===== config.mk =====
export PLATFORM = sky130hd
export DESIGN_NAME = usr_seq_ctrl
export DESIGN_NICKNAME = d
export VERILOG_FILES = /design/src/rtl/usr_seq_ctrl.sv
export SDC_FILE = /design/constraint.sdc
export NUM_CORES = 1
export LEC_CHECK = 0
export CAP_MARGIN = 20
export CORE_ASPECT_RATIO = 0.75
export CORE_UTILIZATION = 30
export DETAILED_ROUTE_END_ITERATION = 10
export SYNTH_ARGS = -nofsm -noshare
export SYNTH_HDL_FRONTEND = slang
export SYNTH_SLANG_ARGS = --single-unit

===== constraint.sdc =====
create_clock -name clk -period 3.86 [get_ports clk]
set_input_delay 0.772 -clock clk [delete_from_list [all_inputs] [get_ports clk]]
set_output_delay 0.772 -clock clk [all_outputs]
set_load 0.01 [all_outputs]

===== src/rtl/usr_seq_ctrl.sv =====
// Sequencer for a universal shift register (USR): accepts a load-and-shift command,
// drives the USR select/data lines through load, shift and capture, then presents the
// captured USR value on a valid/ready result interface.
// Optional feature: define USR_SEQ_ABORT_EN to add a synchronous abort input.
module usr_seq_ctrl #(
  parameter int unsigned WIDTH = 8,
  parameter int unsigned CNT_W = 4
) (
  input  logic             clk,
  input  logic             rst,
`ifdef USR_SEQ_ABORT_EN
  input  logic             abort,
`endif
  input  logic             cmd_valid,
  output logic             cmd_ready,
  input  logic [WIDTH-1:0] cmd_data,
  input  logic             cmd_dir,
  input  logic [CNT_W-1:0] cmd_count,
  output logic [WIDTH-1:0] usr_d_in,
  output logic [1:0]       usr_select,
  input  logic [WIDTH-1:0] usr_q,
  output logic [WIDTH-1:0] result,
  output logic             result_valid,
  input  logic             result_ready
);

  // Counter must hold values 0..WIDTH inclusive.
  localparam int unsigned CW = $clog2(WIDTH + 1);

  localparam logic [1:0] SelHold  = 2'b00;
  localparam logic [1:0] SelRight = 2'b01;
  localparam logic [1:0] SelLeft  = 2'b10;
  localparam logic [1:0] SelLoad  = 2'b11;

  typedef enum logic [2:0] {
    StIdle,
    StLoad,
    StShift,
    StCapt,
    StResp
  } state_e;

  state_e           state_q, state_d;
  logic [WIDTH-1:0] data_q, data_d;
  logic             dir_q, dir_d;
  logic [CW-1:0]    cnt_q, cnt_d;
  logic [WIDTH-1:0] result_q, result_d;
  logic [CW-1:0]    eff_cnt;
  logic             abort_act;

`ifdef USR_SEQ_ABORT_EN
  assign abort_act = abort;
`else
  assign abort_act = 1'b0;
`endif

  // Clamp the requested shift count to the register width.
  always_comb begin
    if (32'(cmd_count) > WIDTH) begin
      eff_cnt = CW'(WIDTH);
    end else begin
      eff_cnt = CW'(cmd_count);
    end
  end

  // Next-state and output decode.
  always_comb begin
    state_d      = state_q;
    data_d       = data_q;
    dir_d        = dir_q;
    cnt_d        = cnt_q;
    result_d     = result_q;
    usr_select   = SelHold;
    cmd_ready    = 1'b0;
    result_valid = 1'b0;

    unique case (state_q)
      StIdle: begin
        // Abort has no effect here, so an accept proceeds normally.
        cmd_ready = 1'b1;
        if (cmd_valid) begin
          data_d  = cmd_data;
          dir_d   = cmd_dir;
          cnt_d   = eff_cnt;
          state_d = StLoad;
        end
      end
      StLoad: begin
        if (abort_act) begin
          cnt_d   = '0;
          state_d = StIdle;
        end else begin
          usr_select = SelLoad;
          state_d    = (cnt_q != '0) ? StShift : StCapt;
        end
      end
      StShift: begin
        if (abort_act) begin
          cnt_d   = '0;
          state_d = StIdle;
        end else begin
          usr_select = dir_q ? SelLeft : SelRight;
          cnt_d      = cnt_q - CW'(1);
          if (cnt_q == CW'(1)) begin
            state_d = StCapt;
          end
        end
      end
      StCapt: begin
        // USR holds during this cycle, so usr_q is the final shifted value.
        if (abort_act) begin
          state_d = StIdle;
        end else begin
          result_d = usr_q;
          state_d  = StResp;
        end
      end
      StResp: begin
        if (abort_act) begin
          state_d = StIdle;
        end else begin
          result_valid = 1'b1;
          if (result_ready) begin
            state_d = StIdle;
          end
        end
      end
      default: begin
        state_d = StIdle;
      end
    endcase
  end

  // State and datapath registers; reset abandons any sequence in flight.
  always_ff @(posedge clk or posedge rst) begin
    if (rst) begin
      state_q  <= StIdle;
      data_q   <= '0;
      dir_q    <= 1'b0;
      cnt_q    <= '0;
      result_q <= '0;
    end else begin
      state_q  <= state_d;
      data_q   <= data_d;
      dir_q    <= dir_d;
      cnt_q    <= cnt_d;
      result_q <= result_d;
    end
  end

  assign usr_d_in = data_q;
  assign result   = result_q;

endmodule


==> results.py <==
# Physical implementation metrics
metrics = {
    "status": {
        "status": "complete, no violations",
    },
    "logic_synthesis": {
        "syn_area_per_cell_um2": 12.5,
        "async_flop_share_pct": 100,
        "synth_nets": 121,
        "ys_top_cells_by_area": "dfrtp_1, mux2_2, ha_1, buf_6, inv_1",
        "ys_area_mm2": 0.00117,
        "edf_count": 0,
        "ys_seq_share_pct": 51.5,
        "synthCells": 93,
        "top_area_share_pct": 51.5,
        "flop_cell": "dfrtp_1",
        "synth_flops": 24,
    },
    "timing": {
        "final.setup.worst_slack_ps": 1090,
        "setup_viol": 0,
        "max_slew.worst_pin.slew_ps": 896,
        "fin_crit_sh_pct": 71.7,
        "final_max_slew_viol_count": 0,
        "maxSlewHeadroom_pct": 40.2,
    },
    "power": {
        "power.internal_uw": 933,
        "pwr-share-seq_pct": 36.2,
        "power-top-group": "combinational logic",
        "p_comb_uw": 666,
    },
    "clock_network": {
        "htreeDepth": 1,
        "cts_tree": "built",
        "clock_path_buffers": 2,
        "cts_root_buf": "clkbuf_8",
        "ctsResizeCount": 0,
        "cts_setup_buffers": 0,
        "ctsHoldBuffers": 0,
    },
    "global_route": {
        "grt_use_met1_pct": 15.9,
        "top_usage_layer": "met2",
        "antenna_found_initial": 0,
        "grt_pass1_wl_um": 4010,
    },
    "drt": {
        "num_vias": 866,
        "drt_iter0_markers": 46,
        "routedWlPerCell_um": 12.1,
        "wl_met3_um": 153,
        "wl_met2_um": 1080,
        "wl_met1_um": 1020,
        "first_pass_iters": 4,
        "drc": 0,
        "postRouteAntennaNets": 0,
    },
    "final_layout": {
        "comb_area_um2": 498,
        "fin_nets": 166,
        "n_all_inverters": 7,
        "largest_class": "registers",
        "clk_share_pct": 4.19,
        "bufAreaShareNonClock_pct": 25.9,
        "antenna_cells": 0,
        "logic_gates": 58,
        "syn_to_final_growth_pct": 45.9,
        "instances_no_fill": 189,
        "n_fill_cell": 351,
        "flops": 24,
        "comb_share_pct": 29.3,
    },
    "floorplan": {
        "die_area_mm2": 0.00414,
        "io_pins": 45,
        "initial_utilization_pct": 31.6,
    },
    "worst_setup_path": {
        "critPathBufInv": 1,
        "cp_slowest_cell": "dfrtp_1",
        "cp_data_required_time_ps": 3090,
        "cp_max_fo": 13,
        "slowest_delay_ps": 640,
        "reg2reg_slack_ps": 2070,
        "crit_arrival_ps": 1990,
    },
    "flow_run": {
        "cap_viol_max_count": 0,
        "warning_count": 28,
    },
    "placement": {
        "routabilityCongestion": 0.869,
        "dp.cells": 185,
    },
}
[cells in the final DEF, fill, tap and decap left out, types with 2 or more instances in the layout]
master / Yosys / final
inv_1: 7 / 7
nand2b_1: 3 / 3
o21ai_0: 3 / 3
clkbuf_8: 0 / 3
clkdlybuf4s50_1: 0 / 44
a21oi_1: 4 / 4
dfrtp_1: 24 / 24
or3_1: 2 / 2
nand3b_1: 3 / 3
mux2_2: 17 / 17
ha_1: 3 / 3
nand2_1: 3 / 3
nor2_1: 5 / 5
[kinds of logic (layout without fill, tap and decap cells)]
group | Yosys count | in the layout | synth area share (%)
compound gates | 15 | 15 | 9.23
simple gates | 23 | 23 | 13.8
buf+inv | 11 | 55 | 5.79
flops | 24 | 24 | 51.5
mux | 17 | 17 | 16.4
fa+ha+maj | 3 | 3 | 3.22
[stage by stage]
step | instance area (µm²) | utilization [%] | hold WS, ps | total power, mW
floorplan | 1170 | - | 496 | 0.889
global placement | 1630 | 44.2 | 487 | 1.16
detailed placement | 1630 | 44.2 | 494 | 1.18
CTS | 1700 | 46.2 | 515 | 1.40
global route | 1700 | 46.2 | 533 | 1.49
finish | 1700 | 46.2 | 507 | 1.38
[path summary, 6_finish.rpt]
check,start,endpoint,cells past startpoint
min in group asynchronous,rst,usr_d_in[3],2
hold reg to reg,result[7],result[7],1
setup reg to reg,state_q[2],usr_d_in[2],2
hold / removal,result[7],result[7],1
max in group asynchronous,rst,state_q[1],2
setup / recovery,state_q[1],usr_select[0],4
[synthesized netlist by cell type, drive strengths merged (2+ instances only)]
cell type	instances
a21oi	4
buf	4
dfrtp	24
ha	3
inv	7
mux2	17
nand2	3
nand2b	3
nand3b	4
nor2	5
o21ai	3
or2	2
or3	2
[state kept, by name (all words and copies together) (netlist names)]
name	count
cnt_q	4
usr_d_in	8
state_q	3
result	8
dir_q	1
Figure 1. Floorplan with the power grid.
Drawn at 4 px/µm. Pins as bars on the die edge.
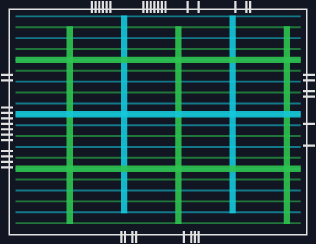
net	color
VSS	green
VDD	cyan
met4 straps	5
rows	19
Die Height: 56.0 µm
CORE AREA: 0.00368 mm²
die width: 74.0 µm
maximum VDD drop: 0.357 mV

Figure 2. Cell classes on the final placement.
Drawn at 4 px/µm. Fill, decap, tap and diode cells in gray.
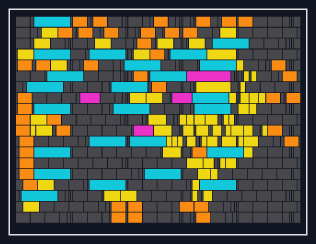
class	color	cells	share of their area
flops	cyan	24	37%
clock drivers and dummy loads	magenta	4	4.4%
other buffers and delay cells	orange	44	27%
combinational and other logic	yellow	65	32%
fin util: 46.2%
Seq/total area: 35.3%
design area: 0.00170 mm²
Rows: 19

Figure 3. Clock wires, drivers and flops.
Drawn at 8 px/µm.
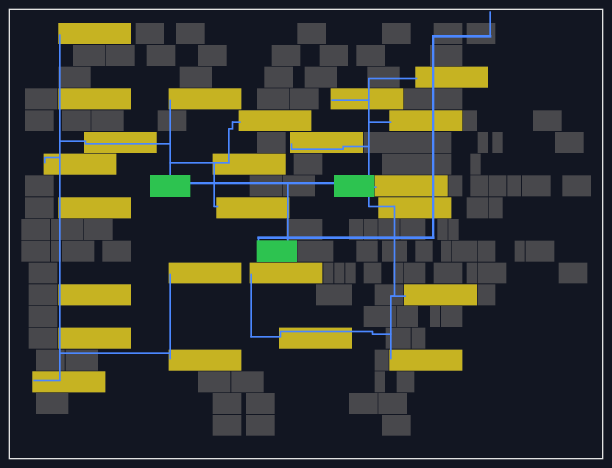
[clock drivers] green | count: 3
[clock wires] blue | length: 301 µm
[flip-flops] yellow | count: 24
routed clock nets	4
reported clock group power: 217 µW
Latency at later pin: 260 ps
Clock Skews: 4.07 ps
clock share of power: 15.6%

Power figures rest on the tool's default switching activity, not on a simulated workload.
